<file path="src/rtl/rr_arbiter4.sv">
// rr_arbiter4: four-requester round-robin arbiter with a hold limit.
// Drives a registered grant index, its one-hot decode, a valid flag and a
// one-cycle preempt pulse. All outputs are flops, so there is no
// combinational path from req to any output.
`timescale 1ns/1ps

module rr_arbiter4 #(
  parameter int unsigned MAX_HOLD = 8,  // max consecutive cycles while others wait (1..255)
  parameter int unsigned CNT_W    = 8   // hold counter width, 2**CNT_W > MAX_HOLD
) (
  input  logic       clk,
  input  logic       rst,
  input  logic [3:0] req,
  output logic [3:0] grant,
  output logic [1:0] grant_idx,
  output logic       grant_valid,
  output logic       preempt
);

  typedef enum logic {
    IDLE = 1'b0,
    BUSY = 1'b1
  } state_t;

  // Last cycle an owner may keep the resource while someone else is waiting.
  localparam logic [CNT_W-1:0] HOLD_LAST = CNT_W'(MAX_HOLD - 1);

  state_t           state, state_n;
  logic [1:0]       ptr, ptr_n;
  logic [CNT_W-1:0] hold_cnt, hold_n;
  logic [1:0]       idx_n;
  logic             valid_n;
  logic             preempt_n;
  logic [3:0]       grant_n;

  // Circular priority scan: candidates start, start+1, start+2, start+3
  // (mod 4); the first set request wins. Returns {found, winner}.
  function automatic logic [2:0] scan(input logic [3:0] r, input logic [1:0] start);
    logic       found;
    logic [1:0] win;
    logic [1:0] cand;
    found = 1'b0;
    win   = start;
    for (int k = 0; k < 4; k++) begin
      cand = start + 2'(k);
      if (!found && r[cand]) begin
        found = 1'b1;
        win   = cand;
      end
    end
    return {found, win};
  endfunction

  logic       owner_req;
  logic [3:0] others;
  logic       rr_found;
  logic [1:0] rr_win;
  logic       pre_found;
  logic [1:0] pre_win;

  // Current owner's request and everyone else's; the preempt search starts
  // just past the owner and only looks at the others, so the owner cannot win.
  assign owner_req              = req[grant_idx];
  assign others                 = req & ~(4'b0001 << grant_idx);
  assign {rr_found, rr_win}     = scan(req, ptr);
  assign {pre_found, pre_win}   = scan(others, grant_idx + 2'd1);

  // Next-state and next-output decision for the arbitration FSM.
  always_comb begin
    // NOTE: every signal written here gets a default first, so no path
    // through the case/if tree leaves one unassigned and infers a latch.
    state_n   = state;
    ptr_n     = ptr;
    hold_n    = hold_cnt;
    idx_n     = grant_idx;
    valid_n   = grant_valid;
    preempt_n = 1'b0;

    case (state)
      IDLE: begin
        if (rr_found) begin
          state_n = BUSY;
          valid_n = 1'b1;
          idx_n   = rr_win;
          ptr_n   = rr_win + 2'd1;
          hold_n  = '0;
        end
      end

      BUSY: begin
        if (!owner_req) begin
          // Release takes precedence over any pending preemption.
          if (rr_found) begin
            idx_n  = rr_win;
            ptr_n  = rr_win + 2'd1;
            hold_n = '0;
          end else begin
            state_n = IDLE;
            valid_n = 1'b0;
            hold_n  = '0;
          end
        end else if (hold_cnt == HOLD_LAST && pre_found) begin
          // Hold limit reached with someone waiting: hand over and flag it.
          idx_n     = pre_win;
          ptr_n     = pre_win + 2'd1;
          hold_n    = '0;
          preempt_n = 1'b1;
        end else if (hold_cnt != HOLD_LAST) begin
          // Saturating count, so a sole requester keeps its grant forever.
          hold_n = hold_cnt + CNT_W'(1);
        end
      end

      default: begin
        state_n = IDLE;
        valid_n = 1'b0;
      end
    endcase

    grant_n = valid_n ? (4'b0001 << idx_n) : 4'b0000;
  end

  // State, pointer, counter and output registers with async reset.
  always_ff @(posedge clk or posedge rst) begin
    if (rst) begin
      state       <= IDLE;
      ptr         <= 2'd0;
      hold_cnt    <= '0;
      grant_idx   <= 2'd0;
      grant_valid <= 1'b0;
      preempt     <= 1'b0;
      grant       <= 4'b0000;
    end else begin
      // NOTE: non-blocking assignments so every flop samples the values
      // from before this edge, independent of statement order.
      state       <= state_n;
      ptr         <= ptr_n;
      hold_cnt    <= hold_n;
      grant_idx   <= idx_n;
      grant_valid <= valid_n;
      preempt     <= preempt_n;
      grant       <= grant_n;
    end
  end

endmodule
</file>
<file path="config.mk">
export PLATFORM = sky130hd
export DESIGN_NAME = rr_arbiter4
export DESIGN_NICKNAME = d
export VERILOG_FILES = /design/src/rtl/rr_arbiter4.sv
export SDC_FILE = /design/constraint.sdc
export NUM_CORES = 1
export LEC_CHECK = 0
export ABC_AREA = 1
export CORE_MARGIN = 3
export CORE_UTILIZATION = 45
export DETAILED_ROUTE_END_ITERATION = 7
export GPL_ROUTABILITY_DRIVEN = 0
export PLACE_DENSITY = 0.74
export SYNTH_ARGS = -nofsm -noshare
export SYNTH_HDL_FRONTEND = slang
export SYNTH_SLANG_ARGS = --single-unit
</file>
<file path="constraint.sdc">
create_clock -name clk -period 2 [get_ports clk]
set_input_delay 0.2 -clock clk [delete_from_list [all_inputs] [get_ports clk]]
set_output_delay 0.2 -clock clk [all_outputs]
set_load 0.02 [all_outputs]
</file>
Power grid:
The bar under the picture is 20 µm long. Pins as bars on the die edge.
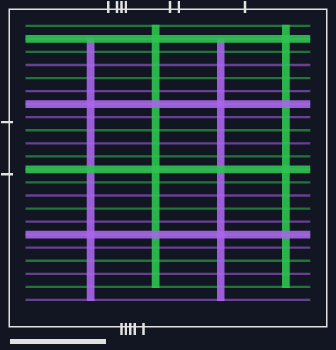
- VDD: green
- VSS: purple
- met1 rails: 22
- met5 straps: 4
- rows: 21
die width: 65.9 µm

Cell classes on the final placement:
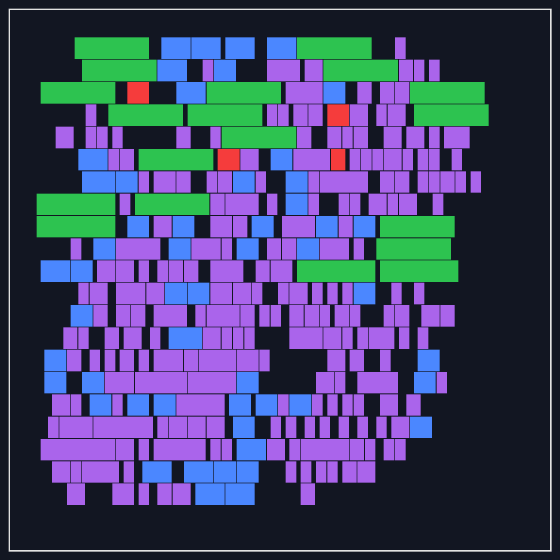
- clock drivers and dummy loads: red (cells 4)
- remaining buffers and delay cells: blue (cells 52)
- combinational and other logic: purple (cells 216)
- sequential cells: green (cells 19)
Seq area share: 21.4%
core area: 0.00339 mm²
row count: 21

Clock network drawn from the DEF:
The bar under the picture is 20 µm long.
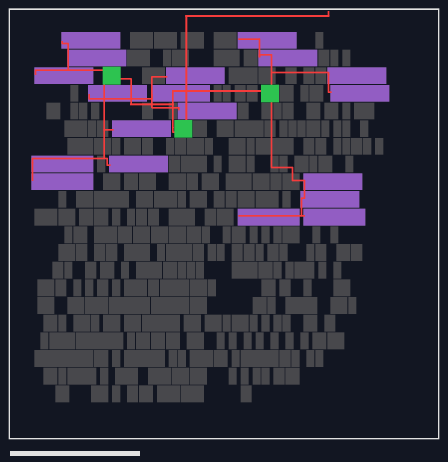
- clock drivers: green (count 3)
- flip-flops: purple (count 19)
- clock wires: red (length 209 µm)
- routed clock nets: 4
Insertion Delay late pin: 0.29 ns
Fin Clk Skew: 0.00453 ns

Wiring by layer:
The bar under the picture is 20 µm long.
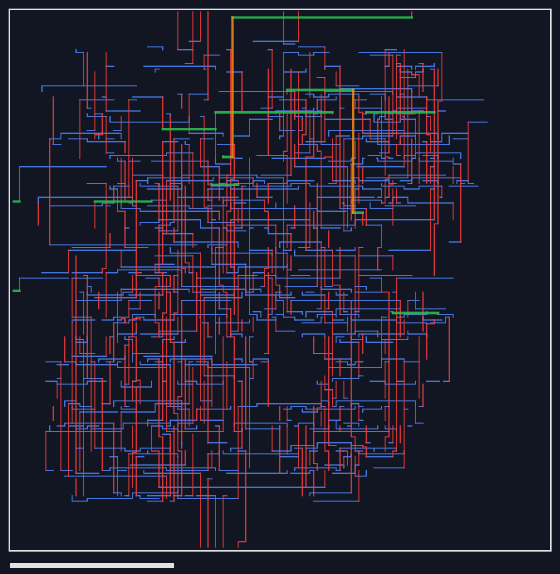
- metal 1: blue (wire length 1820 µm)
- metal 4: orange (wire length 32.0 µm)
- metal 3: green (wire length 78.2 µm)
- metal 2: red (wire length 2030 µm)
total routed wirelength: 3.96 mm
via count: 1691
All-Layer GR Usage: 19.7%
average wire per standard cell: 11.7 µm

Clock nets:
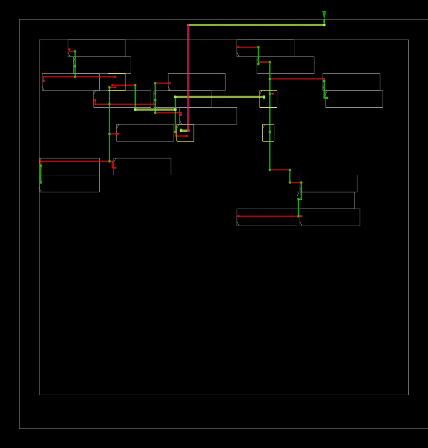
CTS Buf Count: 3
clk sinks: 19
flop count: 19
clock buf count: 3

==> results.yml <==
# yosys + openroad results
run_status:
  status: "finished, violations left"
  failed_checks: "setup timing"
timing:
  clock.fmax_mhz: 484
  hold_ws_ns: 0.142
  worst_pin_slew_ns: 0.313
  fin_crit_ns: 2.07
  fin_ws_ns: -0.0682
  drv_slew: 0
  finalHoldViolations: 0
  setup_viol: 12
  final.setup.tns_ns: -0.497
  finalCritPeriodShare_pct: 103
cts:
  cts_resized: 11
  cts_tree: "yes"
  cts_root_buffer: "clkbuf_4"
  clk_pin_slew_worst_paths_ns: 0.10
  postCtsHoldBufs: 0
  cts-htree-levels: 1
grt:
  gr-usage-met3_pct: 3.57
  grt-ovfl-total: 0
  antenna_found_initial: 0
  grt_max_degree: 12
  grt_pass1_wl_mm: 6.84
  grt_use_met1_pct: 26.1
  grt_pass1_vias: 1611
  top_usage_layer: "met2"
min_path:
  hold_path_class: "in2async"
drt:
  first_iter_violations: 86
  top_layer: "met4"
  antenna_left: 0
  vias_per_cell: 5.02
  wl_met1_mm: 1.82
  drc: 0
  firstDrtPassIters: 4
  dr_wl_met2_mm: 2.03
job:
  openroad.warnings: 32
worst_setup_path:
  startpoint: "grant_idx[0]"
  crit_path_end: "hold_cnt[6]"
  worstPathRequired_ns: 2.19
  worstPathMaxFanout: 6
  critical_path_arrival_ns: 2.26
  reg2reg_slack_ns: -0.07
  cp_num_buf_inv: 3
  crit_slowest_cell: "dfrtp_2"
  cpLargestDelayFamily: "simple AND/OR/NAND/NOR gates"
  cp_slowest_stage_delay_ns: 0.42
  rr_worst_depth: 14
  r2r-start: "grant_idx[0]"
  reg2reg_to: "hold_cnt[6]"
  worstSetupPathDepth: 14
final_layout:
  buffers_excl_clock: 52
  fin_nets: 303
  sh_comb_area_pct: 50.3
  largest_cell_class: "combinational gates"
  final-instance-count-excl-fill: 337
  n_antenna_cell: 0
  syn2layout_area_growth_pct: 39.2
  area.combinational_mm2: 0.00113
  design_area_mm2: 0.00224
  clock_cell_area_share_pct: 1.23
  layout.nonclk_buf_share_pct: 19.2
  lay_top_cells: "nand2_1 (69), buf_4 (37), nand3_1 (32)"
  flop_area_um2: 480
  top_register: "hold_cnt"
  lay_top_count: "nand2_1"
  fin_util_pct: 66.2
  top_regs: "hold_cnt x8, grant x4"
synthesis:
  syn_nets: 250
  syn_area_per_cell_um2: 6.75
  synth_top_flop_cell: "dfrtp_1"
  ys_cells: 239
  synth_async_sr_flop_share_pct: 100
  synth_cells: 239
  xor_area_share_pct: 1.09
  adder_share_pct: 3.88
  yosys.cell_types.count: 27
  netlist_area_mm2: 0.00161
  top_area_share_pct: 29.5
  ys_seq_elements: 19
  yosysSeqAreaShare_pct: 29.5
  synth_warnings: 0
  synthTopCellsByArea: "dfrtp_1 (29%), nand2_1 (19%), nand3_1 (11%)"
  synth-compound-area-share_pct: 6.36
floorplanning:
  num_io_pins: 14
  n_tap_cell: 46
  die-area_mm2: 0.00434
placed_design:
  dpl_cell_area_mm2: 0.00205
  pre_cts_ws_ns: -0.141
  dp.cells: 327
